--- config.mk ---
export PLATFORM = sky130hd
export DESIGN_NAME = eval_host_seq
export DESIGN_NICKNAME = d
export VERILOG_FILES = /design/src/rtl/eval_host_pkg.sv /design/src/rtl/eval_host_wdog.sv /design/src/rtl/eval_host_seq.sv
export SDC_FILE = /design/constraint.sdc
export NUM_CORES = 1
export LEC_CHECK = 0
export ABC_AREA = 1
export CORE_MARGIN = 3
export CORE_UTILIZATION = 25
export DETAILED_ROUTE_END_ITERATION = 6
export GPL_ROUTABILITY_DRIVEN = 0
export PLACE_DENSITY = 0.55
export SYNTH_ARGS = -nofsm -noshare
export SYNTH_HDL_FRONTEND = slang
export SYNTH_SLANG_ARGS = --single-unit
--- constraint.sdc ---
create_clock -name clk -period 2 [get_ports clk]
set_input_delay 0.3 -clock clk [delete_from_list [all_inputs] [get_ports clk]]
set_output_delay 0.3 -clock clk [all_outputs]
set_load 0.02 [all_outputs]
--- src/rtl/eval_host_pkg.sv ---
// Shared widths and FSM state type for the evaluation-core host sequencer.
package eval_host_pkg;
  localparam int BOARD_W = 256;
  localparam int WORD_W  = 32;
  localparam int N_WORDS = 8;
  localparam int ADDR_W  = 3;
  localparam int SCORE_W = 15;

  typedef enum logic [2:0] {
    IDLE, LOAD, SIDE, START, WAIT, CLEAR, RESP
  } state_t;
endpackage

--- src/rtl/eval_host_wdog.sv ---
// Run watchdog: 16-bit clear/enable counter with a registered expiry flag.
module eval_host_wdog #(
  parameter int TIMEOUT_CYC = 4096
) (
  input  logic clk,
  input  logic rst,
  input  logic i_clr,
  input  logic i_en,
  output logic o_expire
);
  localparam logic [15:0] LAST = 16'(TIMEOUT_CYC - 1);

  logic [15:0] r_cnt;
  logic        r_expire;

  // Expiry is registered, so it is seen the cycle after the count reaches LAST.
  always_ff @(posedge clk or negedge rst) begin
    if (!rst) begin
      r_cnt    <= '0;
      r_expire <= 1'b0;
    end else if (i_clr) begin
      r_cnt    <= '0;
      r_expire <= 1'b0;
    end else if (i_en) begin
      r_cnt <= r_cnt + 16'd1;
      if (r_cnt == LAST) r_expire <= 1'b1;
    end
  end

  assign o_expire = r_expire;
endmodule

--- src/rtl/eval_host_seq.sv ---
// Host sequencer: loads a board into the eval core, programs side/start,
// waits for finished (or watchdog) and returns the score over valid/ready.
module eval_host_seq
  import eval_host_pkg::*;
#(
  parameter int TIMEOUT_CYC = 4096
) (
  input  logic                 clk,
  input  logic                 rst,
  input  logic                 req_valid,
  output logic                 req_ready,
  input  logic [BOARD_W-1:0]   board_in,
  input  logic                 side_in,
  output logic                 res_valid,
  input  logic                 res_ready,
  output logic [SCORE_W-1:0]   res_score,
  output logic                 res_timeout,
  output logic                 res_err,
  output logic                 reg_data_in,
  output logic                 start_wr_in,
  output logic                 side_wr_in,
  input  logic                 start_axi_out,
  input  logic                 side_axi_out,
  input  logic [SCORE_W-1:0]   result_axi_out,
  input  logic                 finished_axi_out,
  output logic [WORD_W-1:0]    mem_data_in,
  output logic                 mem_wr_in,
  output logic [ADDR_W-1:0]    mem_wr_addr_in
);
  state_t               r_state;
  logic                 r_alive;
  logic [BOARD_W-1:0]   r_board;
  logic                 r_side;
  logic [ADDR_W-1:0]    r_k;
  logic [SCORE_W-1:0]   r_score;
  logic                 r_to;
  logic                 r_err;
  logic                 w_accept;
  logic                 w_expire;
  logic                 w_unused_start;

  assign w_unused_start = start_axi_out;
  assign w_accept       = req_valid && req_ready;

  eval_host_wdog #(.TIMEOUT_CYC(TIMEOUT_CYC)) u_wdog (
    .clk      (clk),
    .rst      (rst),
    .i_clr    (w_accept),
    .i_en     (r_state == WAIT),
    .o_expire (w_expire)
  );

  // Holds req_ready low through reset and until the first edge after release.
  always_ff @(posedge clk or negedge rst) begin
    if (!rst) r_alive <= 1'b0;
    else      r_alive <= 1'b1;
  end

  always_ff @(posedge clk or negedge rst) begin
    if (!rst) begin
      r_state <= IDLE;
      r_board <= '0;
      r_side  <= 1'b0;
      r_k     <= '0;
      r_score <= '0;
      r_to    <= 1'b0;
      r_err   <= 1'b0;
    end else begin
      case (r_state)
        IDLE: if (w_accept) begin
          r_board <= board_in;
          r_side  <= side_in;
          r_k     <= '0;
          r_to    <= 1'b0;
          r_err   <= 1'b0;
          r_state <= LOAD;
        end
        LOAD: begin
          r_k <= r_k + 1'b1;
          if (r_k == ADDR_W'(N_WORDS - 1)) r_state <= SIDE;
        end
        SIDE:  r_state <= START;
        START: begin
          if (side_axi_out != r_side) r_err <= 1'b1;
          r_state <= WAIT;
        end
        // finished takes priority over a simultaneous watchdog expiry
        WAIT: if (finished_axi_out) begin
          r_score <= result_axi_out;
          r_state <= CLEAR;
        end else if (w_expire) begin
          r_to    <= 1'b1;
          r_score <= '0;
          r_state <= CLEAR;
        end
        CLEAR: r_state <= RESP;
        RESP: if (res_ready) begin
          r_to    <= 1'b0;
          r_err   <= 1'b0;
          r_score <= '0;
          r_state <= IDLE;
        end
        default: r_state <= IDLE;
      endcase
    end
  end

  assign req_ready      = r_alive && (r_state == IDLE);
  assign mem_wr_in      = (r_state == LOAD);
  assign mem_wr_addr_in = mem_wr_in ? r_k : '0;
  assign mem_data_in    = mem_wr_in ? r_board[{r_k, 5'b0} +: WORD_W] : '0;
  assign side_wr_in     = (r_state == SIDE);
  assign start_wr_in    = (r_state == START) || (r_state == CLEAR);
  assign reg_data_in    = ((r_state == SIDE) && r_side) || (r_state == START);
  assign res_valid      = (r_state == RESP);
  assign res_score      = r_score;
  assign res_timeout    = r_to;
  assign res_err        = r_err;
endmodule
Figure 1. M2 wires (run 1).
The bar under the picture is 50 um long.
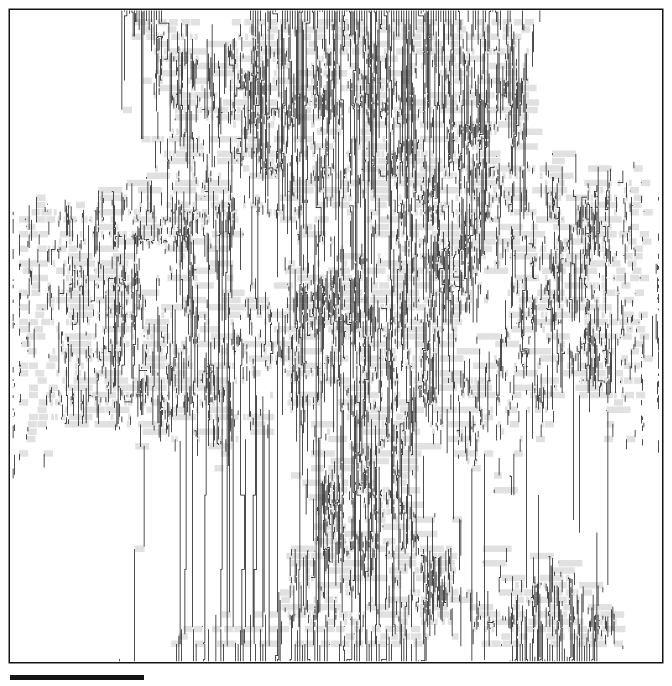
- share of all routed wire: 46%
- wire length on this layer: 26.6 mm
- nets with wire on the layer: 2000
total routed wirelength: 57.9 mm
vias: 13700
met2 Use GR: 30.9%

Figure 2. A small window of the routed layout (run 1).
The bar under the picture is 10 um long. Window x 101 to 141, y 53 to 93 um. Cells in gray, sequential cells in the stronger gray; small squares are vias.
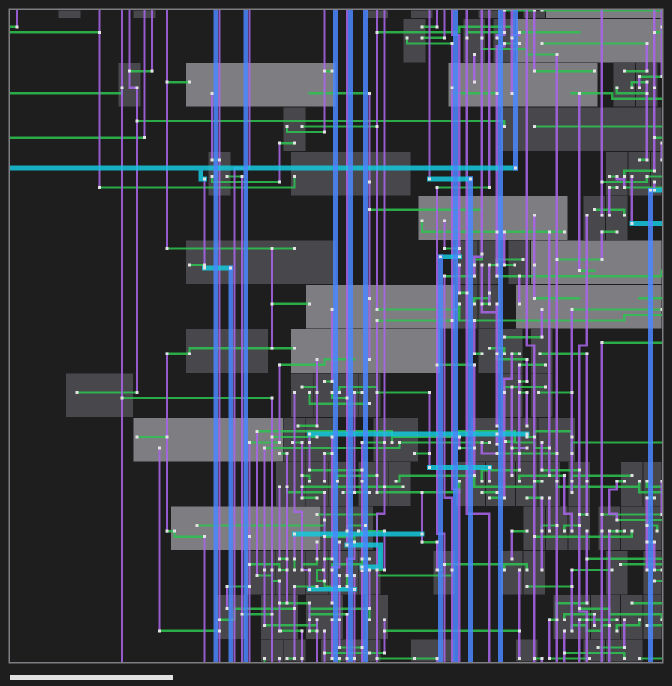
- M1: green
- M3: cyan
- M4: blue
- M2: purple
- sequential cells in the window: 10
- cells with their middle in the window: 93
- most frequent: nand2_1 (32), nor2_1 (12)
- netlist names of flops here include: `u_wdog.r_cnt` (6), `r_board` (4)

==> results_dict.tcl, run 1 <==
# place-and-route summary
set metrics [dict create \
    crit_start "r_k[0]" \
    period_used_pct 126 \
    peakVddDrop_mv 0.727 \
    ioPinCount 337 \
    comb_area_um2 6270 \
    slowest_delay_ns 0.57 \
    largest_reg_flops 256 \
    worstSetupEndpointType "output pin" \
    leakage_uw 0.00998 \
    crit_chain "buf_12 > buf_12 > o21ai_1 > o22ai_1 > nand3_1 > nand2_2 > buf_12" \
    clock_path_buffers 3 \
    cp.required_ns 1.70 \
    use_met3_pct 3.81 \
    worstHoldPathType "primary input to register" \
    wl_met1_mm 25.4 \
    ys_area_um2 14000 \
    p_seq_share_pct 33.0 \
    regMostFlops "r_board" \
    comb_area_share_pct 30.2 \
    cap_violations 0 \
    xor_area_share_pct 0.125 \
    combPwrFrac_pct 47.5 \
    endpoint "mem_data_in[30]" \
    rsz0062_at_grt "true" \
    yosys_warnings 0 \
    placed_area_um2 18500 \
    final-setup-viol-count 32 \
    slew_headroom_pct 63.8 \
    cp.depth 7 \
    final_antenna_net_count 0 \
    ys_seq_share_pct 53.3 \
    power-per-cell-area_nw_per_um2 1570 \
    adder_share_pct 0.268 \
    clockPowerShare_pct 19.4 \
    grt_first_pass_wirelength_mm 86.7 \
    top_usage_layer "met2" \
    fmax_mhz 398 \
    hold_depth 3 \
    synth.distinct_cells 28 \
    chipWidth_um 243 \
    die_area_um2 58800 \
    cts_made_buffers 36 \
    top_cells_by_area "dfrtp_1 (53%), nand2_1 (25%), o21ai_0 (5.4%), nor2_1 (4.4%), o22ai_1 (2.9%)" \
    setup_slack_ns -0.514 \
    post-route-min-period_ns 2.51 \
    first_pass_iters 5 \
    synth_flops 298 \
    slowest_stage "dfrtp_4" \
    fp_nets 2110 \
    ys_sh_mux_pct 0 \
    dp_cells 2887 \
    status "complete, but fails checks" \
    regArea_um2 7460 \
    mostFrequentLayoutCells "nand2_1 (887), dfrtp_1 (296), clkdlybuf4s50_1 (293), nor2_1 (146), o21ai_0 (98)" \
    postCtsResizedCells 267 \
    crit_top_cell "buf_12" \
    avgSynthCellArea_um2 7.65 \
    yosysTopAreaCell "dfrtp_1" \
    synth.most_common_cell "nand2_1" \
    r2r_slack_ns 0.13 \
    ctsHoldBuffers 1 \
    r2r_cells 10 \
    grt_pass1_vias 14000 \
    die_h_um 243 \
    clkTransAtPathRegs_ns 0.06 \
    simple_gate_share_pct 31.7 \
    core_area_um2 55200 \
    post_cts_buffers 10 \
    clock_net_power_uw 6350 \
    clkLatencyLatePin_ns 0.56 \
    cp.arrival_ns 2.21 \
    dpl.hpwl_mm 43.2 \
    slew_violations 0 \
    async_flop_share_pct 100 \
    nonClkBufAreaFrac_pct 23.2 \
    violations "setup timing" \
    fin_worst_skew_ns 0.0232 \
    tap_cells 748 \
    inverters_excl_clock 31 \
    sh_seq_area_pct 35.9 \
]
Figure 3. Cells by drive strength (run 1).
The bar under the picture is 50 um long.
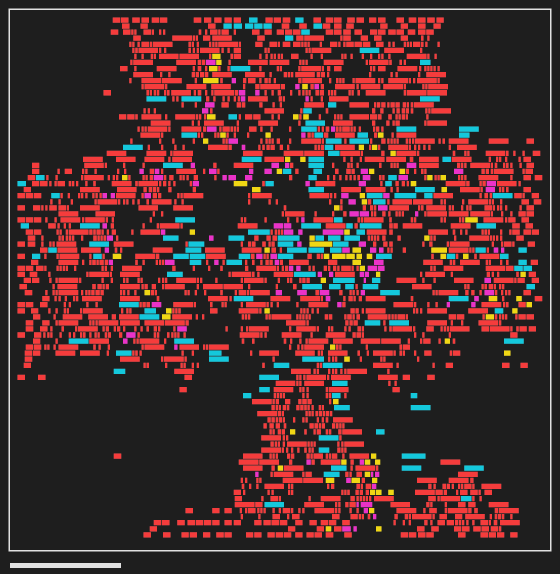
- x2: magenta (cells 110; share 4.9%)
- x6 and larger: cyan (cells 140; share 6.3%)
- x3 and x4: yellow (cells 82; share 3.7%)
- x1 and smaller: red (cells 1893; share 85%)
fin worst setup slack: -0.514 ns
count of plain and timing-repair buffers in the layout: 447
fin area: 20800 um^2

--- run 2 (diff from run 1) ---
Clock period 2 ns to 2.84 ns, I/O delays scaled along.
Figure 4. Routing congestion (run 2).
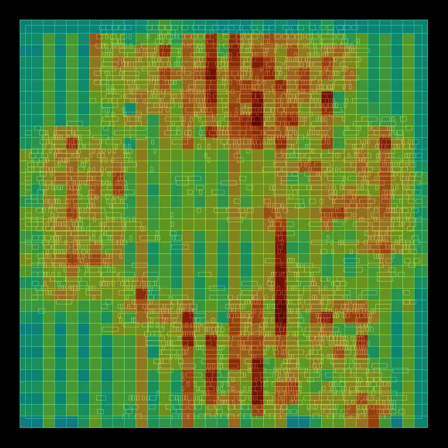
met1 Use GR: 24.4%
met2 Use GR: 27.9%
Total GRT Usage: 17.9%

==> results_dict.tcl, run 2 <==
# place-and-route summary
set metrics [dict create \
    largest_reg_flops 256 \
    top_usage_layer "met2" \
    inverters_excl_clock 29 \
    post-route-min-period_ns 2.77 \
    sh_seq_area_pct 37.4 \
    post_cts_buffers 0 \
    clkLatencyLatePin_ns 0.54 \
    worstSetupEndpointType "output pin" \
    r2r_cells 8 \
    die_area_um2 58800 \
    cp.required_ns 2.41 \
    status "complete, no violations" \
    adder_share_pct 0.268 \
    slowest_delay_ns 0.57 \
    die_h_um 243 \
    leakage_uw 0.00961 \
    core_area_um2 55200 \
    final_antenna_net_count 0 \
    fin_worst_skew_ns 0.0114 \
    crit_chain "clkinv_8 > buf_4 > clkbuf_16 > nor2_1 > o22ai_1 > nand3_1 > nand2_1 > clkdlybuf4s15_2" \
    chipWidth_um 243 \
    dp_cells 2833 \
    r2r_slack_ns 0.75 \
    ys_seq_share_pct 53.3 \
    slew_violations 0 \
    placed_area_um2 18100 \
    slew_headroom_pct 45.5 \
    use_met3_pct 3.53 \
    final_area_um2 19900 \
    combPwrFrac_pct 43.8 \
    period_used_pct 97.6 \
    setup_slack_ns 0.0678 \
    synth.distinct_cells 28 \
    xor_area_share_pct 0.125 \
    clock_path_buffers 3 \
    dpl.hpwl_mm 37.6 \
    mostFrequentLayoutCells "nand2_1 (902), clkdlybuf4s50_1 (301), dfrtp_1 (295), nor2_1 (164), o21ai_0 (149)" \
]
Figure 5. Signal wires on met1 (run 2).
The bar under the picture is 50 um long. Supply wires on this layer in gray.
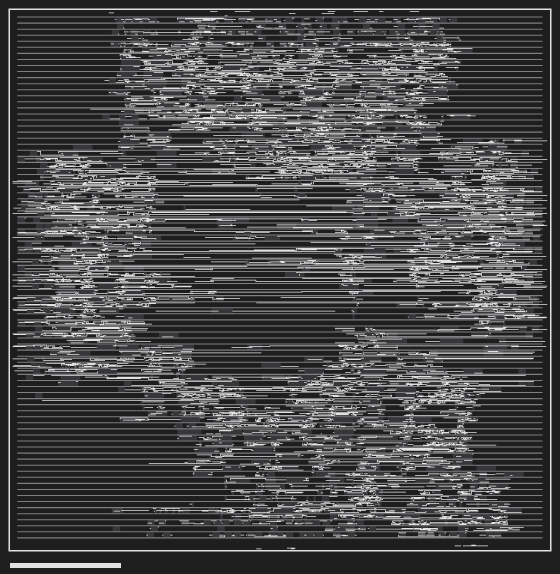
- longest straight run: 102 um
- nets with wire on the layer: 2181
vias: 13200
total routed wirelength: 54.3 mm

--- run 3 (diff from run 2) ---
Settings changed: GPL_TIMING_DRIVEN from default to 1.
Figure 6. Routing congestion (run 3).
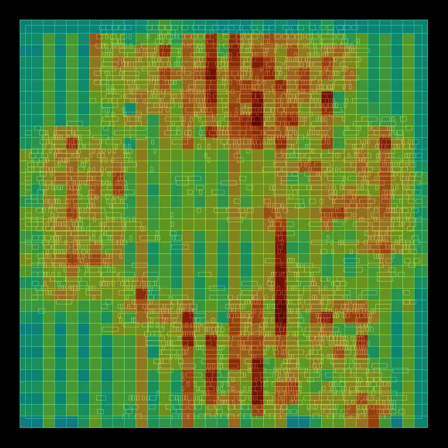
post-layout util: 36.1%
per-cell routed wire length: 18.6 um
M3 GR Usage: 3.53%

==> results_dict.tcl, run 3 <==
# place-and-route summary
set metrics [dict create \
    drive_gt1_share_pct 9.66 \
    yosysTopAreaCell "dfrtp_1" \
    r2r_slack_ns 0.75 \
    timing.rr.end "r_board[233]" \
    post-route-min-period_ns 2.77 \
    clock_net_power_uw 5100 \
    holdPathEnd "r_board[129]" \
    dpl.hpwl_mm 37.6 \
    crit_chain "clkinv_8 > buf_4 > clkbuf_16 > nor2_1 > o22ai_1 > nand3_1 > nand2_1 > clkdlybuf4s15_2" \
    n_fill_cell 5744 \
    tap_cells 748 \
    wirelength_mm 54.3 \
    dp_cells 2833 \
    met2_usage_pct 27.9 \
    ys_seq_share_pct 53.3 \
    largestPowerGroup "combinational cells" \
    leakage_uw 0.00961 \
    post_cts_buffers 0 \
    adder_share_pct 0.268 \
    sh_seq_area_pct 37.4 \
    setup_slack_ns 0.0678 \
    intPower_uw 13100 \
    period_used_pct 97.6 \
    drcViolationCount 0 \
    r2r_cells 8 \
    met1_usage_pct 24.4 \
    chipWidth_um 243 \
    num-multi-input-gates 1388 \
    slowest_stage "dfrtp_4" \
    fin_worst_skew_ns 0.0114 \
    grt_max_degree 127 \
    async_flop_share_pct 100 \
    syn2layout_area_growth_pct 42.5 \
    die_h_um 243 \
    xor_area_share_pct 0.125 \
    synth.distinct_cells 28 \
    slowest_delay_ns 0.57 \
    top_usage_layer "met2" \
    placed_area_um2 18100 \
    n_sequential_cell 298 \
    setup_tns_ns 0 \
    combPwrFrac_pct 43.8 \
    crit_type "register to output pin" \
    regMostFlops "r_board" \
    ys_cells 1828 \
    track_usage_pct 17.9 \
    final_area_um2 19900 \
    largest_reg_flops 256 \
    mostFrequentLayoutCells "nand2_1 (902), clkdlybuf4s50_1 (301), dfrtp_1 (295), nor2_1 (164), o21ai_0 (149)" \
    clock_path_buffers 3 \
    crit_path_start_kind "register" \
    die_area_um2 58800 \
    cp.required_ns 2.41 \
    final_antenna_net_count 0 \
    first_iter_violations 917 \
    inverters_excl_clock 29 \
    worstSetupEndpointType "output pin" \
    simple_gate_share_pct 31.7 \
    postCtsResizedCells 104 \
    status "complete, no violations" \
    clkLatencyLatePin_ns 0.54 \
    core_area_um2 55200 \
    synth-main-ff-cell "dfrtp_1" \
    slew_headroom_pct 45.5 \
    rsz0062_at_grt "false" \
    slew_violations 0 \
    num_vias 13200 \
    yosys_warnings 0 \
    fmax_mhz 361 \
    clkTransAtPathRegs_ns 0.06 \
]
Figure 7. A small window of the routed layout (run 3).
The bar under the picture is 10 um long. Window x 101 to 141, y 53 to 93 um. Cells in gray, sequential cells in the stronger gray; small squares are vias.
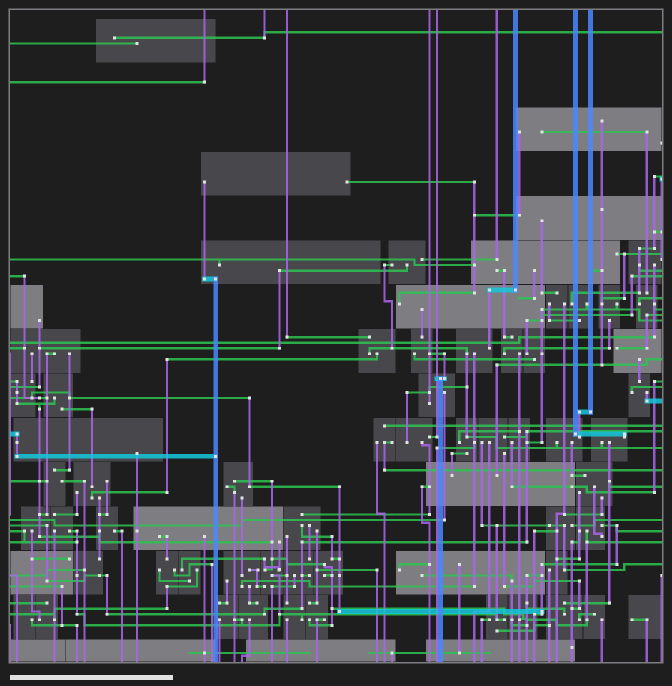
- M4: blue
- M3: cyan
- M2: purple
- M1: green
- cells with their middle in the window: 66
- netlist names of flops here include: `r_board` (10)
- most frequent: nand2_1 (14), o21ai_0 (12)
- sequential cells in the window: 10

Power figures rest on the tool's default switching activity, not on a simulated workload.
